File: config.mk
export PLATFORM = sky130hd
export DESIGN_NAME = fwd_operand_reg
export DESIGN_NICKNAME = d
export VERILOG_FILES = /design/src/rtl/fwd_operand_reg.sv
export SDC_FILE = /design/constraint.sdc
export NUM_CORES = 1
export LEC_CHECK = 0
export CORE_MARGIN = 10
export CORE_UTILIZATION = 30
export DETAILED_ROUTE_END_ITERATION = 8
export GPL_TIMING_DRIVEN = 0
export PLACE_DENSITY = 0.71
export SLEW_MARGIN = 20
export SYNTH_ARGS = -nofsm -noshare
export SYNTH_HDL_FRONTEND = slang
export SYNTH_SLANG_ARGS = --single-unit
File: constraint.sdc
create_clock -name clk -period 2.41 [get_ports clk]
set_input_delay 0.482 -clock clk [delete_from_list [all_inputs] [get_ports clk]]
set_output_delay 0.482 -clock clk [all_outputs]
set_load 0.1 [all_outputs]
File: src/rtl/fwd_operand_reg.sv
`default_nettype none
// ============================================================================
// Module      : fwd_operand_reg
// Description : Operand forwarding select feeding a 1-entry valid/ready slot.
//               Picks one of N forwarding sources with a one-hot select, or
//               the default (register-file) operand when the select is zero
//               or multi-hot, and registers the result together with
//               pc_plus_4. Multi-hot selects are flagged on sel_err.
//               Optional statistics counters: define FWD_OPERAND_STATS_EN.
// Ports       : clk, rst        - clock, asynchronous active-high reset
//               src_data[N*W]   - forwarding sources, source i at [i*W +: W]
//               src_sel[N]      - one-hot source select
//               dflt, pc_plus_4 - default operand, pc carried alongside
//               flush           - discard slot content at next edge
//               in_valid/ready  - upstream handshake
//               out_valid/ready - downstream handshake
//               out_data/out_pc - registered operand and pc
//               out_fwd/sel_err - operand was forwarded / select was illegal
//               fwd_cnt/err_cnt - (FWD_OPERAND_STATS_EN) transfer counters
// Revision    : 1.0 - initial release
// ============================================================================
module fwd_operand_reg #(
    parameter int W = 32,
    parameter int N = 2
) (
    input  logic             clk,
    input  logic             rst,
    input  logic [N*W-1:0]   src_data,
    input  logic [N-1:0]     src_sel,
    input  logic [W-1:0]     dflt,
    input  logic [W-1:0]     pc_plus_4,
    input  logic             flush,
    input  logic             in_valid,
    output logic             in_ready,
    output logic             out_valid,
    input  logic             out_ready,
    output logic [W-1:0]     out_data,
    output logic [W-1:0]     out_pc,
    output logic             out_fwd,
    output logic             sel_err
`ifdef FWD_OPERAND_STATS_EN
    ,
    output logic [31:0]      fwd_cnt,
    output logic [31:0]      err_cnt
`endif
);

    localparam logic [0:0] c_ST_EMPTY = 1'b0;
    localparam logic [0:0] c_ST_FULL  = 1'b1;

    logic [0:0]   r_state;
    logic [0:0]   w_state_nxt;
    logic [W-1:0] r_data;
    logic [W-1:0] r_pc;
    logic         r_fwd;
    logic         r_err;

    logic         w_sel_any;
    logic         w_sel_multi;
    logic         w_sel_fwd;
    logic [W-1:0] w_fwd_data;
    logic [W-1:0] w_sel_data;
    logic         w_xfer_in;
    logic         w_load;

    // Walk the select once: any bit seen after the first marks multi-hot.
    // Data from every selected source is OR-ed; it is only used when exactly
    // one bit is set, so the OR never mixes sources on the forwarded path.
    always_comb begin
        w_sel_any   = 1'b0;
        w_sel_multi = 1'b0;
        w_fwd_data  = '0;
        for (int i = 0; i < N; i++) begin
            if (src_sel[i]) begin
                if (w_sel_any) begin
                    w_sel_multi = 1'b1;
                end
                w_sel_any  = 1'b1;
                w_fwd_data = w_fwd_data | src_data[i*W +: W];
            end
        end
    end

    assign w_sel_fwd  = w_sel_any & ~w_sel_multi;
    assign w_sel_data = w_sel_fwd ? w_fwd_data : dflt;

    assign in_ready  = (r_state == c_ST_EMPTY) | out_ready;
    assign w_xfer_in = in_valid & in_ready;
    // A flush in the same cycle drops the offered operand.
    assign w_load    = w_xfer_in & ~flush;

    // State register
    always_ff @(posedge clk or posedge rst) begin
        if (rst) begin
            r_state <= c_ST_EMPTY;
        end else begin
            r_state <= w_state_nxt;
        end
    end

    // Next-state logic
    always_comb begin
        w_state_nxt = r_state;
        if (flush) begin
            w_state_nxt = c_ST_EMPTY;
        end else if (w_xfer_in) begin
            w_state_nxt = c_ST_FULL;
        end else if ((r_state == c_ST_FULL) && out_ready) begin
            w_state_nxt = c_ST_EMPTY;
        end
    end

    // Payload registers. Data and pc are left untouched by flush and drain;
    // consumers qualify them with out_valid.
    always_ff @(posedge clk or posedge rst) begin
        if (rst) begin
            r_data <= '0;
            r_pc   <= '0;
            r_fwd  <= 1'b0;
            r_err  <= 1'b0;
        end else if (flush) begin
            r_fwd  <= 1'b0;
            r_err  <= 1'b0;
        end else if (w_xfer_in) begin
            r_data <= w_sel_data;
            r_pc   <= pc_plus_4;
            r_fwd  <= w_sel_fwd;
            r_err  <= w_sel_multi;
        end
    end

    assign out_valid = (r_state == c_ST_FULL);
    assign out_data  = r_data;
    assign out_pc    = r_pc;
    assign out_fwd   = r_fwd;
    assign sel_err   = r_err;

`ifdef FWD_OPERAND_STATS_EN
    logic [31:0] r_fwd_cnt;
    logic [31:0] r_err_cnt;

    // Counters wrap naturally; only reset clears them.
    always_ff @(posedge clk or posedge rst) begin
        if (rst) begin
            r_fwd_cnt <= '0;
            r_err_cnt <= '0;
        end else if (w_load) begin
            if (w_sel_fwd) begin
                r_fwd_cnt <= r_fwd_cnt + 32'd1;
            end
            if (w_sel_multi) begin
                r_err_cnt <= r_err_cnt + 32'd1;
            end
        end
    end

    assign fwd_cnt = r_fwd_cnt;
    assign err_cnt = r_err_cnt;
`else
    // Only the counters consume the qualified load strobe.
    logic w_unused_load;
    assign w_unused_load = w_load;
`endif

endmodule
`default_nettype wire

==> reports/README.md, run 1 <==
| Item | This run |
|---|---|
| Clock latency on the worst-skew pair | 0.33 ns |
| Power density over the cells | 968 nW/um^2 |
| Crit Path Max Fanout | 2 |
| Largest class | buffers |
| Flop count | 67 |
| Top logic cells by instance count in the layout | sky130_fd_sc_hd__clkdlybuf4s50_1, sky130_fd_sc_hd__dfrtp_1, sky130_fd_sc_hd__mux2_2 |
| Tightest slew margin relative to the limit | 31.4% |
| Fillers | 881 |
| Largest net degree at the start of global routing | 41 |
| Total global routing track utilization | 14.9% |
| EDFF count, synth | 0 |
| Share of flip-flops with an asynchronous set or reset | 100% |
| Area of all placed cells without fillers | 5560 sq um |
| Combined area of the multi-input logic cells | 1310 sq um |
| Switching component of the power | 0.00264 W |
| Placed Instances | 598 |
| Max-capacitance violation count | 0 |
| Lkg Pwr | 2.22 nW |
| Share of the synthesized netlist area taken by xor and xnor gates | 0% |
| Net switching fraction of the power | 49.1% |
| Hold Slack | 0.471 ns |
| Setup crit start kind | flop |
| Via count of the first global-routing pass | 3,250 |
| Data arrival time of the worst path | 1.88 ns |
| Antenna Cells | 0 |
| Count of buffers not belonging to the clock network in the layout | 222 |
| Worst IR drop on VDD | 0.000431 V |
| Grt met1 use | 16.4% |
| Routing layer with the top usage in global route | met2 |
| Achievable clock frequency | 0.424 GHz |
| Tap cells | 136 |
| Final Hold Viols | 0 |
| Fraction of power consumed by the clock network | 19.1% |
| Gr ovfl total | 0 |
| Nets in the synthesized netlist | 395 |
| Total of flip-flops plus latches after synthesis | 67 |
| Floorplan die area | 14,900 sq um |
| Fin crit period | 2.36 ns |
| IO Pins | 203 |
| Post-synthesis share of cell area spent on and-or and or-and gates | 13.6% |
| Count of buffer and inverter cells on the critical path | 1 |
| Area figure in the yosys stat output | 3120 sq um |
| Post-cts sizing count | 4 |
| Slew Viols, Final | 0 |
| Final period util | 97.8% |
| # hold bufs at CTS | 0 |
| Library cell with the highest instance count after synthesis | sky130_fd_sc_hd__dfrtp_1 |
| RR Endpoint | out_data[19]$_DFFE_PP0P_ |
| Flop-to-flop setup slack | 0.64 ns |
| Clock tree from TritonCTS | done |
| Sum Neg Setup Slack | 0 ns |
| DR DRC count | 0 |
| Maximum root-to-sink buffer count | 2 |
| HPWL after detailed placement | 9.43 mm |
| Hold Crit Class | in -> async |
| Syn_area_per_cell | 12.0 sq um |
| Placement-stage cell area | 5330 sq um |
| Metal-1 WL | 4.40 mm |
| Initial antenna violation count | 0 |
| Total number of multi-input combinational cells | 170 |
| Cell breakdown of the critical path | clkdlybuf4s50_1 |
| Log Warnings | 27 |
| PnR Total Power | 0.00538 W |
| Outcome | complete, no violations |
| Post-route worst setup slack | 0.0522 ns |
| Startpoint of the most critical setup path | out_fwd$_DFFE_PP0P_ |
| CP top delay family | buffers and inverters |
| Area share, top type | 53.8% |
| Mapped cell area | 3120 sq um |
| Slowest Stage Delay on Critical Path | 1.16 ns |
| Yosys top cell by area | sky130_fd_sc_hd__dfrtp_1 |
| Proportion of synthesized area in mux cells | 23.1% |
| Routed wire length on met2 | 5.63 mm |
| Post-CTS repair timing setup buffer count | 0 |
| Clock buffer and inverter area fraction after layout | 3.90% |
| Number of routed nets with antenna violations | 0 |
| Number of violations reported at the end of detailed-routing iteration 0 | 83 |
| Logic gate share of total power | 53.8% |
| Buffer share of cell area | 39.0% |
| Detailed-routed wire length on met3 | 1.28 mm |
| Sequential group share of total power | 27.1% |
| Most common cell after layout, fill and taps aside | sky130_fd_sc_hd__clkdlybuf4s50_1 |
| Startpoint of the lowest-slack register-to-register path | out_valid$_DFFE_PP0P_ |
| Core occupancy in the finished layout | 54.3% |
| Cell with the largest stage delay on the worst path | sky130_fd_sc_hd__clkdlybuf4s50_1 |
| Register area share after synthesis | 53.8% |
| Element type at the critical path end | output port |
| Buffer type at the clock tree root | sky130_fd_sc_hd__clkbuf_8 |
| Required arrival time at the worst endpoint | 1.93 ns |
| Share of cells above drive strength 1 | 18.6% |
| Total Nets Final | 609 |
| Final standard cell count with taps included and fillers excluded | 614 |
| Post-synth cell types | 16 |
| Worst Tran Pin Value | 1.03 ns |
| Global-route wire length before repair | 17.5 mm |
| Yosys warning tally | 0 |
| FP Util | 30.5% |
| Ranking of synthesized cells by instance count | sky130_fd_sc_hd__dfrtp_1, sky130_fd_sc_hd__mux2_2, sky130_fd_sc_hd__a21oi_1, sky130_fd_sc_hd__a22oi_1, sky130_fd_sc_hd__nor2_1 |
| Horizontal die size | 122 um |
| Internal power component | 0.00274 W |
| Main area contributors after synthesis | sky130_fd_sc_hd__dfrtp_1, sky130_fd_sc_hd__mux2_2, sky130_fd_sc_hd__a22oi_1 |
| Top sig layer | met4 |
| Tally of buffers added on design ports | 202 |
| Combinational share of cell area | 23.6% |
| Setup violation total in the final timing report | 0 |
| Gate count after technology mapping | 259 |
| End point of the critical path | out_fwd |
| Post-CTS clock slew at the launch and capture registers of the worst setup and hold paths | 0.08 ns |
| Post-placement setup slack | -0.407 ns |
## run 1: worst register-to-register path: stages, from the launching register on
cell and delay [ns]:
sky130_fd_sc_hd__dfrtp_1 0.38, sky130_fd_sc_hd__nor2b_1 0.18, sky130_fd_sc_hd__nor3_4 0.50, sky130_fd_sc_hd__buf_6 0.25
sky130_fd_sc_hd__mux2_2 0.35
## run 1: power by group through the flow
| stage | clock network, W | logic (W) | registers, W |
|---|---|---|---|
| finish | 0.00103 | 0.00289 | 0.00146 |
| global route | 0.00112 | 0.00299 | 0.00149 |
| CTS | 0.00105 | 0.00292 | 0.00146 |
| detailed placement | 0 | 0.00291 | 0.00148 |
| global placement | 0 | 0.00289 | 0.00147 |
| floorplan | 0 | 0.000385 | 0.00315 |
Run 1, the metal 3 layer:
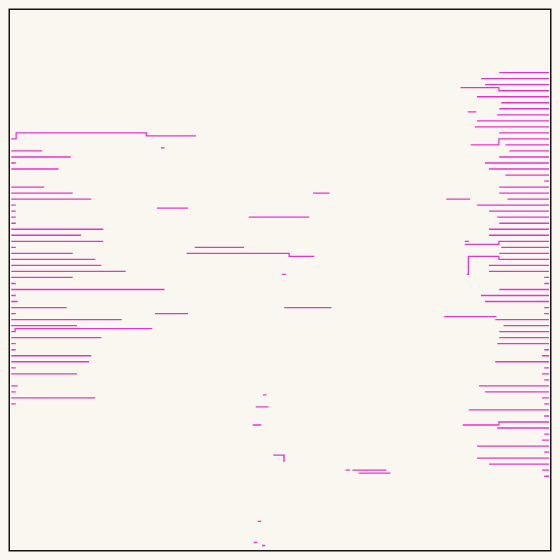
119 nets have wire on it. The longest straight run is 34.3 um. The wires run mostly horizontal.
global routing usage on met3: 6.20%
Routed WL: 11.5 mm
vias: 2,919

Run 1, the metal 2 layer:
Bar = 20 um.
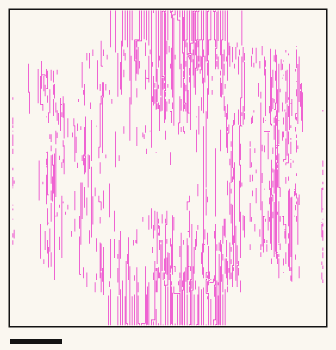
The wires run mostly vertical. 543 nets have wire on it.
GR met2 Demand/Resource: 25.6%

Run 1, clock nets:
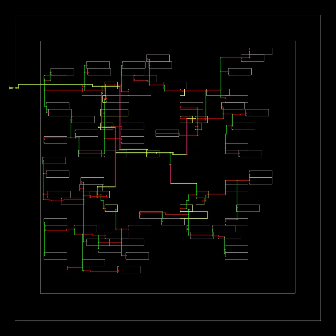
final setup skew: 0.00709 ns
number of clock sinks: 67
total clock buffers created by CTS: 9
total clock network power: 0.00103 W

Run 1, routed metal, one color a layer:
Bar = 20 um. Two of the layers only.
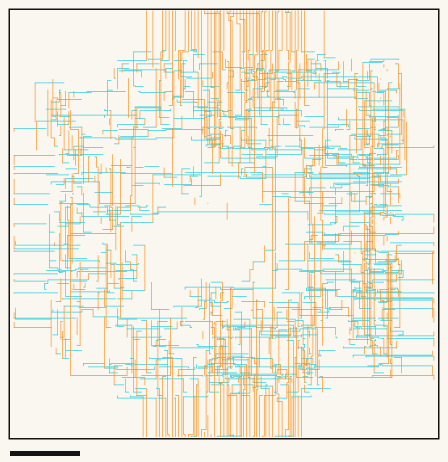
Cyan stands for M1, wire length 4,400 um. Orange stands for M2, wire length 5,630 um.

==> run 2: changes to the inputs <==
- CORE_MARGIN: 10 -> unset
- PLACE_DENSITY: 0.71 -> 0.69
- SETUP_SLACK_MARGIN: unset -> 0.1
Run 2, clock nets:
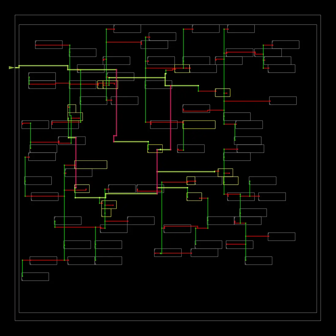
clock latency on the worst-skew pair: 0.34 ns
clock buf count: 10

==> reports/README.md, run 2 <==
| Item | This run |
|---|---|
| Outcome | complete, no violations |
| Hold Crit Class | reg -> reg |
| Proportion of synthesized area in mux cells | 23.1% |
| Count of buffers not belonging to the clock network in the layout | 222 |
| Log Warnings | 27 |
| Mapped cell area | 3120 sq um |
| Die Ht | 104 um |
| Slew Viols, Final | 0 |
| Setup crit start kind | input port |
| Horizontal die size | 104 um |
| # hold bufs at CTS | 0 |
| Fin crit period | 2.18 ns |
| Crit Path Max Fanout | 10 |
| Post-CTS repair timing setup buffer count | 0 |
| Buffer type at the clock tree root | sky130_fd_sc_hd__clkbuf_8 |
| Flip-flop cell with the highest count after synthesis | sky130_fd_sc_hd__dfrtp_1 |
| Synthesized-area fraction occupied by and/or/nand/nor cells | 4.90% |
| Required arrival time at the worst endpoint | 2.70 ns |
| Vias per cell | 4.73 |
| Largest class | buffers |
| DR DRC count | 0 |
| Combinational share of cell area | 24.0% |
| Final setup skew | 0.00794 ns |
| Startpoint of the most critical setup path | src_sel[1] |
| Post-cts sizing count | 70 |
| Fillers | 917 |
| Flop count | 67 |
| Global-route wire length before repair | 15.7 mm |
| Tap cells | 133 |
| Syn_area_per_cell | 12.0 sq um |
| Sum Neg Setup Slack | 0 ns |
| IO Pins | 203 |
| Floorplan die area | 10,800 sq um |
| Achievable clock frequency | 0.459 GHz |
| Origin of the worst min-delay path | out_pc[31]$_DFFE_PP0P_ |
| Vias | 2,888 |
| Final Hold Viols | 0 |
| Tightest slew margin relative to the limit | 32.3% |
| EDFF count, synth | 0 |
| Post-synth cell types | 16 |
| Clock buffer and inverter area fraction after layout | 4.14% |
| PnR Total Power | 0.00522 W |
| Count of buffer and inverter cells on the critical path | 3 |
| Initial antenna violation count | 0 |
| Number of violations reported at the end of detailed-routing iteration 0 | 96 |
| Data arrival time of the worst path | 2.47 ns |
| Combined area of the multi-input logic cells | 1310 sq um |
| Gr ovfl total | 0 |
| Via count of the first global-routing pass | 3,101 |
| Total number of multi-input combinational cells | 170 |
| Maximum root-to-sink buffer count | 2 |
| Worst IR drop on VDD | 0.000483 V |
| Worst Tran Pin Value | 1.02 ns |
| Flop-to-flop setup slack | 0.65 ns |
| Depth of the worst register-to-register path | 4 |
| Main area contributors after synthesis | sky130_fd_sc_hd__dfrtp_1, sky130_fd_sc_hd__mux2_2, sky130_fd_sc_hd__a22oi_1 |
| Post-placement setup slack | -0.454 ns |
| End point of the critical path | out_data[7]$_DFFE_PP0P_ |
| Routed WL | 9.91 mm |
| Post-synthesis share of cell area spent on and-or and or-and gates | 13.6% |
| Register area share after synthesis | 53.8% |
| Max-capacitance violation count | 0 |
| RR Endpoint | out_data[18]$_DFFE_PP0P_ |
| Area figure in the yosys stat output | 3120 sq um |
| Power density over the cells | 954 nW/um^2 |
| Total clock buffers created by CTS | 9 |
| Area share, top type | 53.8% |
| FP Util | 31.5% |
| Post-route worst setup slack | 0.231 ns |
| Antenna Cells | 0 |
| Tally of buffers added on design ports | 202 |
| Startpoint of the lowest-slack register-to-register path | out_valid$_DFFE_PP0P_ |
| Gate count after technology mapping | 259 |
| Ranking of synthesized cells by instance count | sky130_fd_sc_hd__dfrtp_1, sky130_fd_sc_hd__mux2_2, sky130_fd_sc_hd__a21oi_1, sky130_fd_sc_hd__a22oi_1, sky130_fd_sc_hd__nor2_1 |
| Share of the synthesized netlist area taken by xor and xnor gates | 0% |
| Largest net degree at the start of global routing | 36 |
| Final period util | 90.4% |
| Clock tree from TritonCTS | done |
| HPWL after detailed placement | 7.68 mm |
| Nets in the synthesized netlist | 395 |
| Lkg Pwr | 2.32 nW |
| Buffer share of cell area | 37.9% |
| Number of clock sinks | 67 |
| Library cell with the highest instance count after synthesis | sky130_fd_sc_hd__dfrtp_1 |
| Share of cells above drive strength 1 | 19.0% |
| Total Nets Final | 609 |
| Yosys top cell by area | sky130_fd_sc_hd__dfrtp_1 |
| Cell breakdown of the critical path | clkdlybuf4s50_1 > ha_1 > buf_2 > buf_1 > nor2_1 > a21oi_1 > mux2_2 |
| Element type at the critical path end | flop |
| Final standard cell count with taps included and fillers excluded | 611 |
| Setup violation total in the final timing report | 0 |
| Post-CTS clock slew at the launch and capture registers of the worst setup and hold paths | 0.07 ns |
| Total global routing track utilization | 18.7% |
| Top logic cells by instance count in the layout | sky130_fd_sc_hd__clkdlybuf4s50_1, sky130_fd_sc_hd__dfrtp_1, sky130_fd_sc_hd__dlygate4sd2_1 |
| Slowest Stage Delay on Critical Path | 0.55 ns |
| Most common cell after layout, fill and taps aside | sky130_fd_sc_hd__clkdlybuf4s50_1 |
| Total of flip-flops plus latches after synthesis | 67 |
| Number of routed nets with antenna violations | 0 |
| CP top delay family | buffers and inverters |
| Hold Slack | 0.481 ns |
| Share of flip-flops with an asynchronous set or reset | 100% |
| Cell with the largest stage delay on the worst path | sky130_fd_sc_hd__clkdlybuf4s50_1 |
| Placed Instances | 595 |
| Yosys warning tally | 0 |
| Row count | 36 |
-- run 2: where the power goes --
group | switching [W] | internal [W] | total (W)
registers | 0.0000999 | 0.00135 | 0.00145
logic | 0.00207 | 0.000641 | 0.00271
clock network | 0.000447 | 0.000610 | 0.00106
-- run 2: per-layer routing --
metal | vias up | routed length [um] | track usage, %
li1 | 1367 | - | -
met1 | 1375 | 3980 | 21.2
met2 | 122 | 4900 | 32.0
met5 | - | 0 | 0
met3 | 24 | 756 | 6.64
met4 | 0 | 281 | 7.45
-- run 2: through the flow --
step	cell area [sq um]	utilization (%)
CTS	5470	55.2
global placement	5310	53.5
detailed placement	5330	53.8
global route	5470	55.2
floorplan	3120	-
finish	5470	55.2
==> run 3: changes to the inputs <==
- TNS_END_PERCENT: unset -> 1
Run 3, clock nets:
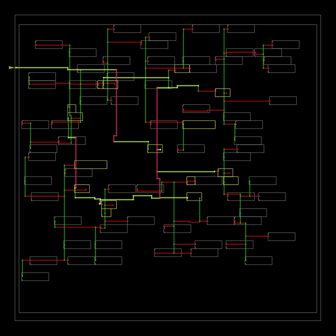
total clock network power: 0.00106 W
final setup skew: 0.00777 ns
flop count: 67

==> reports/README.md, run 3 <==
| Item | This run |
|---|---|
| Post-synthesis share of cell area spent on and-or and or-and gates | 13.6% |
| Setup violation total in the final timing report | 0 |
| Number of clock sinks | 67 |
| Lkg Pwr | 2.21 nW |
| Die Ht | 104 um |
| Depth of the worst register-to-register path | 4 |
| Library cell with the highest instance count after synthesis | sky130_fd_sc_hd__dfrtp_1 |
| Log Warnings | 28 |
| Core occupancy in the finished layout | 56.0% |
| Global-route wire length before repair | 15.8 mm |
| RR Endpoint | out_data[18]$_DFFE_PP0P_ |
| Combined area of the multi-input logic cells | 1310 sq um |
| Post-CTS clock slew at the launch and capture registers of the worst setup and hold paths | 0.07 ns |
| Area share, top type | 53.8% |
| End point of the critical path | sel_err |
| Share of the synthesized netlist area taken by xor and xnor gates | 0% |
| Register area share after synthesis | 53.8% |
| Hold Slack | 0.487 ns |
| Clock buf count | 10 |
| Flop-to-flop setup slack | 0.64 ns |
| Data arrival time of the worst path | 1.87 ns |
| Power density over the cells | 971 nW/um^2 |
| Buffer type at the clock tree root | sky130_fd_sc_hd__clkbuf_8 |
| Clock tree from TritonCTS | done |
| Most common cell after layout, fill and taps aside | sky130_fd_sc_hd__clkdlybuf4s50_1 |
| Count of buffers not belonging to the clock network in the layout | 222 |
| EDFF count, synth | 0 |
| Outcome | complete, no violations |
| Cell with the largest stage delay on the worst path | sky130_fd_sc_hd__clkdlybuf4s50_1 |
| DR DRC count | 0 |
| Flip-flop cell with the highest count after synthesis | sky130_fd_sc_hd__dfrtp_1 |
| Slew Viols, Final | 0 |
| Startpoint of the lowest-slack register-to-register path | out_valid$_DFFE_PP0P_ |
| Vias | 2,890 |
| Worst IR drop on VDD | 0.000498 V |
| Max-capacitance violation count | 0 |
| FP Util | 31.5% |
| Top logic cells by instance count in the layout | sky130_fd_sc_hd__clkdlybuf4s50_1, sky130_fd_sc_hd__dfrtp_1, sky130_fd_sc_hd__mux2_2 |
| Maximum root-to-sink buffer count | 2 |
| IO Pins | 203 |
| Tightest slew margin relative to the limit | 31.2% |
| Row count | 36 |
| Gr ovfl total | 0 |
| Hold Crit Class | reg -> reg |
| Detailed-routed wire length on met3 | 737 um |
| Top sig layer | met4 |
| Post-placement setup slack | -0.454 ns |
| Startpoint of the most critical setup path | sel_err$_DFFE_PP0P_ |
| Total Nets Final | 609 |
| Final period util | 97.5% |
| Element type at the critical path end | output port |
| Sum Neg Setup Slack | 0 ns |
| Routed WL | 9.88 mm |
| Fin crit period | 2.35 ns |
| Share of flip-flops with an asynchronous set or reset | 100% |
| Yosys warning tally | 0 |
| Initial antenna violation count | 0 |
| Post-synth cell types | 16 |
| Number of violations reported at the end of detailed-routing iteration 0 | 81 |
| HPWL after detailed placement | 7.68 mm |
| Origin of the worst min-delay path | out_pc[31]$_DFFE_PP0P_ |
| Main area contributors after synthesis | sky130_fd_sc_hd__dfrtp_1, sky130_fd_sc_hd__mux2_2, sky130_fd_sc_hd__a22oi_1 |
| Metal-1 WL | 3.98 mm |
| Final Hold Viols | 0 |
| Clock buffer and inverter area fraction after layout | 4.08% |
| Floorplan die area | 10,800 sq um |
| Antenna Cells | 0 |
| Achievable clock frequency | 0.426 GHz |
| Horizontal die size | 104 um |
| Total number of multi-input combinational cells | 170 |
| Total clock buffers created by CTS | 9 |
| Routed wire length on met2 | 4.88 mm |
## run 3: metal layers
metal	vias to the layer above	global-route usage [%]
met5	-	0
met2	121	32.1
li1	1365	-
met1	1382	21.2
met3	22	6.64
met4	0	7.45
## run 3: per-stage QoR
stage / cell area (sq um) / cells
6_report: 5550 / 611
5_1_grt: 5550 / 611
4_1_cts: 5550 / 611
3_5_place_dp: 5330 / 595
3_3_place_gp: 5310 / 594
2_1_floorplan: 3120 / 259
## run 3: repair_timing
action,CTS,global route
buffers inserted,0,0
pin swaps,0,0
resized,4,2
setup endpoints to repair,68,80
hold buffers,0,0
## run 3: power by group
part	leakage, nW	total, W	switching (W)	internal, W
registers	0.786	0.00146	0.000110	0.00135
clock network	0.108	0.00106	0.000447	0.000610
logic	1.31	0.00287	0.00207	0.000800

==> screenshots <==
Floorplan with the power grid.
Bar = 20 um. Pins as bars on the die edge.
image #1
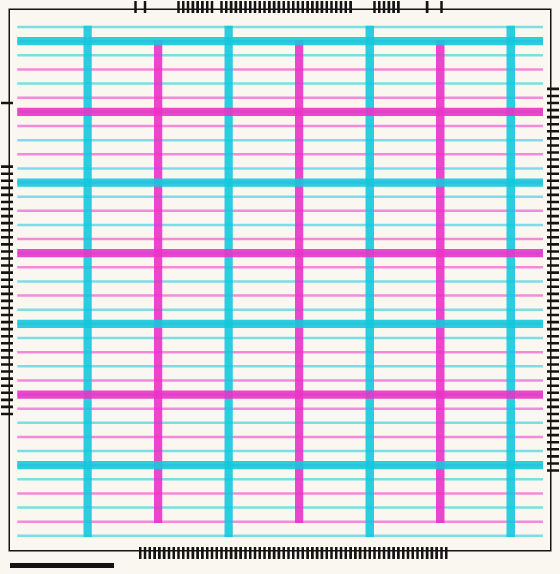
image #2
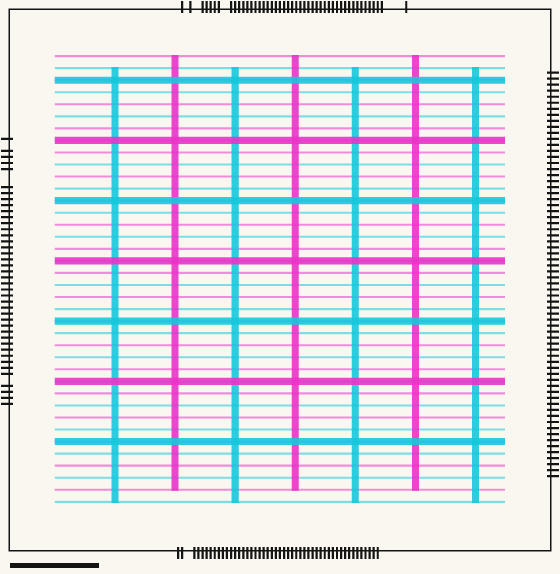
Image #1 comes from run 3.
Image #2 comes from run 1.
The one with the largest die is image #2.

No activity file was given, so power comes from the tool's default toggle rates.
